Figure 1. M3 wires.
(4 px per um) Cells faint in the background.
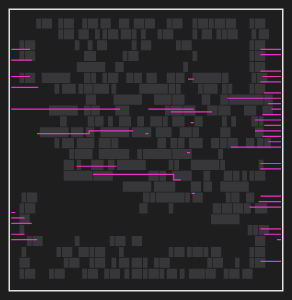
Figure 2. Cell outlines without signal wires.
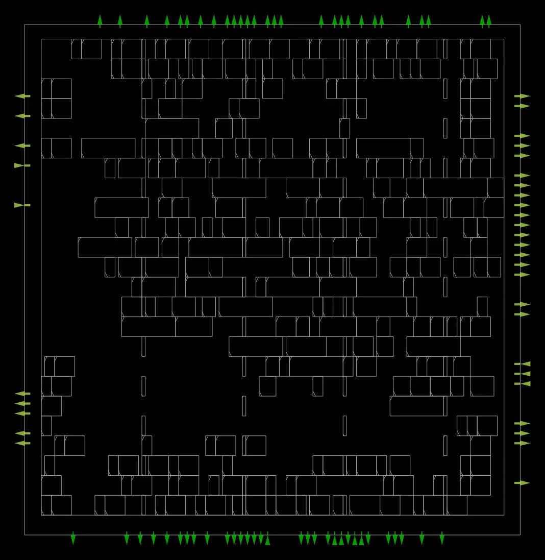
Figure 3. Cell sizes after repair.
(6 px per um)
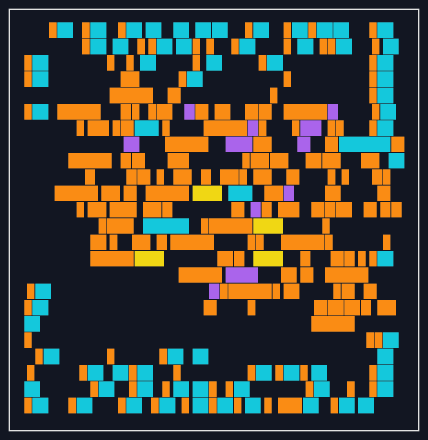
Figure 4. Cells colored by class.
(6 px per um)
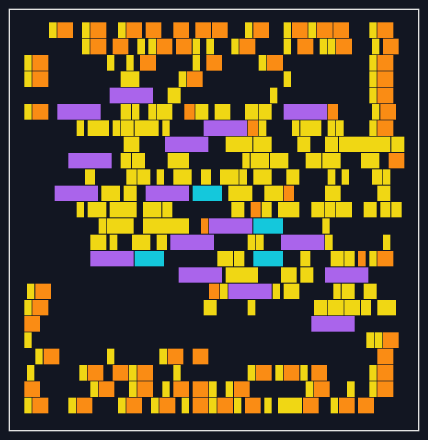
===== config.mk =====
export PLATFORM = sky130hd
export DESIGN_NAME = multicycle_ctrl
export DESIGN_NICKNAME = d
export VERILOG_FILES = /design/src/rtl/multicycle_ctrl.sv
export SDC_FILE = /design/constraint.sdc
export NUM_CORES = 1
export LEC_CHECK = 0
export CAP_MARGIN = 40
export CORE_AREA = 2 2 66 68
export DETAILED_ROUTE_END_ITERATION = 16
export DIE_AREA = 0 0 68 70
export DONT_BUFFER_PORTS = 1
export GPL_TIMING_DRIVEN = 0
export PLACE_DENSITY = 0.61
export SLEW_MARGIN = 30
export SYNTH_ARGS = -nofsm -noshare
export SYNTH_HDL_FRONTEND = slang
export SYNTH_SLANG_ARGS = --single-unit

===== constraint.sdc =====
create_clock -name clk_i -period 2.15 [get_ports clk_i]
set_input_delay 0.43 -clock clk_i [delete_from_list [all_inputs] [get_ports clk_i]]
set_output_delay 0.43 -clock clk_i [all_outputs]
set_load 0.01 [all_outputs]

===== src/rtl/multicycle_ctrl.sv =====
// Multi-cycle RV32I control FSM: FETCH/DECODE/EXECUTE/MEM/WB with memory timeout trap.
// Optional perf counters enabled by defining MULTICYCLE_CTRL_PERF_EN.
module multicycle_ctrl #(
    parameter int TIMEOUT_CYCLES = 255
) (
    input  logic        clk_i,
    input  logic        rst_ni,
    input  logic [6:0]  opcode_i,
    input  logic        mem_ready_i,
    output logic        mem_req_o,
    output logic        mem_we_o,
    output logic        mem_sel_instr_o,
    output logic        ir_write_o,
    output logic        pc_write_o,
    output logic [1:0]  alu_src_a_o,
    output logic [1:0]  alu_src_b_o,
    output logic [1:0]  alu_op_o,
    output logic        branch_o,
    output logic        reg_write_o,
    output logic        mem_to_reg_o,
    output logic [2:0]  state_o,
    output logic        trap_o,
    output logic [1:0]  trap_cause_o,
    output logic [31:0] cycle_cnt_o,
    output logic [31:0] instret_o
);

    localparam int WAIT_W = (TIMEOUT_CYCLES > 0) ? $clog2(TIMEOUT_CYCLES + 1) : 1;
    localparam logic [WAIT_W-1:0] WAIT_LAST =
        WAIT_W'((TIMEOUT_CYCLES > 0) ? TIMEOUT_CYCLES - 1 : 0);
    localparam logic [WAIT_W-1:0] WAIT_MAX = '1;

    typedef enum logic [2:0] {
        S_FETCH   = 3'd0,
        S_DECODE  = 3'd1,
        S_EXECUTE = 3'd2,
        S_MEM     = 3'd3,
        S_WB      = 3'd4,
        S_TRAP    = 3'd5
    } state_t;

    typedef enum logic [2:0] {
        C_NONE, C_R, C_I, C_LOAD, C_STORE, C_BRANCH
    } cls_t;

    state_t            state;
    cls_t              cls;
    cls_t              dec_cls;
    logic [WAIT_W-1:0] wait_cnt;
    logic [1:0]        cause;
    logic              timeout_hit;

    always_comb begin
        dec_cls = C_NONE;
        unique case (1'b1)
            (opcode_i == 7'b0110011): dec_cls = C_R;
            (opcode_i == 7'b0010011): dec_cls = C_I;
            (opcode_i == 7'b0000011): dec_cls = C_LOAD;
            (opcode_i == 7'b0100011): dec_cls = C_STORE;
            (opcode_i == 7'b1100011): dec_cls = C_BRANCH;
            default:                  dec_cls = C_NONE;
        endcase
    end

    // The final unanswered request cycle traps; ready in that cycle still wins.
    assign timeout_hit = (TIMEOUT_CYCLES != 0) && (wait_cnt == WAIT_LAST) && !mem_ready_i;

    always_ff @(posedge clk_i) begin
        if (!rst_ni) begin
            state    <= S_FETCH;
            cls      <= C_NONE;
            wait_cnt <= '0;
            cause    <= 2'd0;
        end else begin
            wait_cnt <= '0;
            unique case (state)
                S_FETCH: begin
                    if (mem_ready_i) begin
                        state <= S_DECODE;
                    end else if (timeout_hit) begin
                        state <= S_TRAP;
                        cause <= 2'd2;
                    end else begin
                        wait_cnt <= (wait_cnt != WAIT_MAX) ? wait_cnt + 1'b1 : wait_cnt;
                    end
                end
                S_DECODE: begin
                    cls <= dec_cls;
                    if (dec_cls == C_NONE) begin
                        state <= S_TRAP;
                        cause <= 2'd1;
                    end else begin
                        state <= S_EXECUTE;
                    end
                end
                S_EXECUTE: begin
                    unique case (cls)
                        C_R, C_I:        state <= S_WB;
                        C_LOAD, C_STORE: state <= S_MEM;
                        default:         state <= S_FETCH;
                    endcase
                end
                S_MEM: begin
                    if (mem_ready_i) begin
                        state <= (cls == C_STORE) ? S_FETCH : S_WB;
                    end else if (timeout_hit) begin
                        state <= S_TRAP;
                        cause <= 2'd3;
                    end else begin
                        wait_cnt <= (wait_cnt != WAIT_MAX) ? wait_cnt + 1'b1 : wait_cnt;
                    end
                end
                S_WB:    state <= S_FETCH;
                S_TRAP:  state <= S_TRAP;
                default: state <= S_FETCH;
            endcase
        end
    end

    always_comb begin
        mem_req_o       = 1'b0;
        mem_we_o        = 1'b0;
        mem_sel_instr_o = 1'b0;
        ir_write_o      = 1'b0;
        pc_write_o      = 1'b0;
        alu_src_a_o     = 2'd0;
        alu_src_b_o     = 2'd0;
        alu_op_o        = 2'd0;
        branch_o        = 1'b0;
        reg_write_o     = 1'b0;
        mem_to_reg_o    = 1'b0;
        if (rst_ni) begin
            unique case (state)
                S_FETCH: begin
                    mem_req_o       = 1'b1;
                    mem_sel_instr_o = 1'b1;
                    alu_src_b_o     = 2'd1;
                    ir_write_o      = mem_ready_i;
                    pc_write_o      = mem_ready_i;
                end
                S_DECODE: begin
                    alu_src_a_o = 2'd2;
                    alu_src_b_o = 2'd2;
                end
                S_EXECUTE: begin
                    alu_src_a_o = 2'd1;
                    unique case (cls)
                        C_R: alu_op_o = 2'd2;
                        C_I: begin
                            alu_src_b_o = 2'd2;
                            alu_op_o    = 2'd2;
                        end
                        C_LOAD, C_STORE: alu_src_b_o = 2'd2;
                        C_BRANCH: begin
                            alu_op_o = 2'd1;
                            branch_o = 1'b1;
                        end
                        default: alu_op_o = 2'd0;
                    endcase
                end
                S_MEM: begin
                    mem_req_o = 1'b1;
                    mem_we_o  = (cls == C_STORE);
                end
                S_WB: begin
                    reg_write_o  = 1'b1;
                    mem_to_reg_o = (cls == C_LOAD);
                end
                default: mem_req_o = 1'b0;
            endcase
        end
    end

    assign state_o      = rst_ni ? state : 3'd0;
    assign trap_o       = rst_ni && (state == S_TRAP);
    assign trap_cause_o = rst_ni ? cause : 2'd0;

`ifdef MULTICYCLE_CTRL_PERF_EN
    logic [31:0] cycle_cnt;
    logic [31:0] instret;
    logic        retire;

    assign retire = (state == S_WB)
                 || (state == S_MEM && cls == C_STORE && mem_ready_i)
                 || (state == S_EXECUTE && cls == C_BRANCH);

    always_ff @(posedge clk_i) begin
        if (!rst_ni) begin
            cycle_cnt <= '0;
            instret   <= '0;
        end else begin
            if (state != S_TRAP) cycle_cnt <= cycle_cnt + 32'd1;
            if (retire)          instret   <= instret + 32'd1;
        end
    end

    assign cycle_cnt_o = rst_ni ? cycle_cnt : '0;
    assign instret_o   = rst_ni ? instret : '0;
`else
    assign cycle_cnt_o = '0;
    assign instret_o   = '0;
`endif

endmodule


==> deck_impl_summary.md <==
Physical Implementation Snapshot

Status
  – Status: complete, no violations

Setup path
  – R2R cell count: 4
  – WP data required: 1.72 ns
  – Setup crit start kind: flop
  – Slowest CP cell: nor4b_4
  – Top delay family on crit path: buffers and inverters
  – Crit path DAT: 1.60 ns
  – CP Capture Type: output pin

Drt
  – First-pass detailed-route iteration total: 4
  – Total Wirelength: 2928 um
  – Via density: 3.997

GRT
  – GR met1 Demand/Resource: 13.65%
  – Gr usage total: 11.75%

STA
  – Final TNS setup: 0 ns
  – Worst Skew: 0.004426 ns
  – Hold slack: 0.3818 ns
  – Slew Viols, Final: 0

Logic synthesis
  – Cell taking the most area after synthesis: buf_4
  – Yosys top cell by instances: buf_4
  – Yosys warnings: 0
  – Avg Cell Area, Syn: 7.817 sq um
  – Largest logic family: buffers and inverters
  – MUX area fraction: 0.6467%
  – Asr flop ratio synth: 0%

Floorplan
  – Die Width: 68 um
  – Tap cells: 52

Layout
  – Seq area share: 16.51%
  – Fin cells: 318
  – Number of inserted diodes: 0
  – Fin nets: 279
  – Share of cells above drive strength 1: 32.33%

Power
  – Sw Ratio: 30.67%
  – Reg power frac: 36.8%
  – Seq. pwr: 311 uW
  – Pint: 586.4 uW
  – Combinational fraction of design power: 30.5%
  – Sw Pwr: 259.4 uW
  – Top power group: registers

Min path
  – Type of the worst min-delay path: input port to flop
  – Hold EP: cause[1]

Clock network
  – CTS tree: built
  – Postcts setup bufs: 0

Place
  – RePlAce Congestion: 0.8149
Back to the opening pictures, Figure 1:
main direction = horizontal
nets with wire on the layer = 41
wire length on this layer = 273 um

Back to the opening pictures, Figure 2:
core footprint: 4144 sq um
row count: 24
Seq cells: 16

Back to the opening pictures, Figure 3:
yellow -> drive 6 and up  # cells 4
cyan -> drive 3 to 4  # cells 71
orange -> drive 1 or less  # cells 180
purple -> drive 2  # cells 11
bufs w/o clock: 75
P&R area growth vs syn: 25.38%
Final WS setup: 0.1207 ns
cell area after layout: 1941 sq um

Back to the opening pictures, Figure 4:
purple -> flip-flops  # cells 16, share of their area 17%
orange -> other buffers and delay cells  # cells 75, share of their area 29%
cyan -> clock drivers and dummy loads  # cells 4, share of their area 2.9%
yellow -> all other logic  # cells 171, share of their area 51%

Power is estimated from default activity; no workload was simulated.
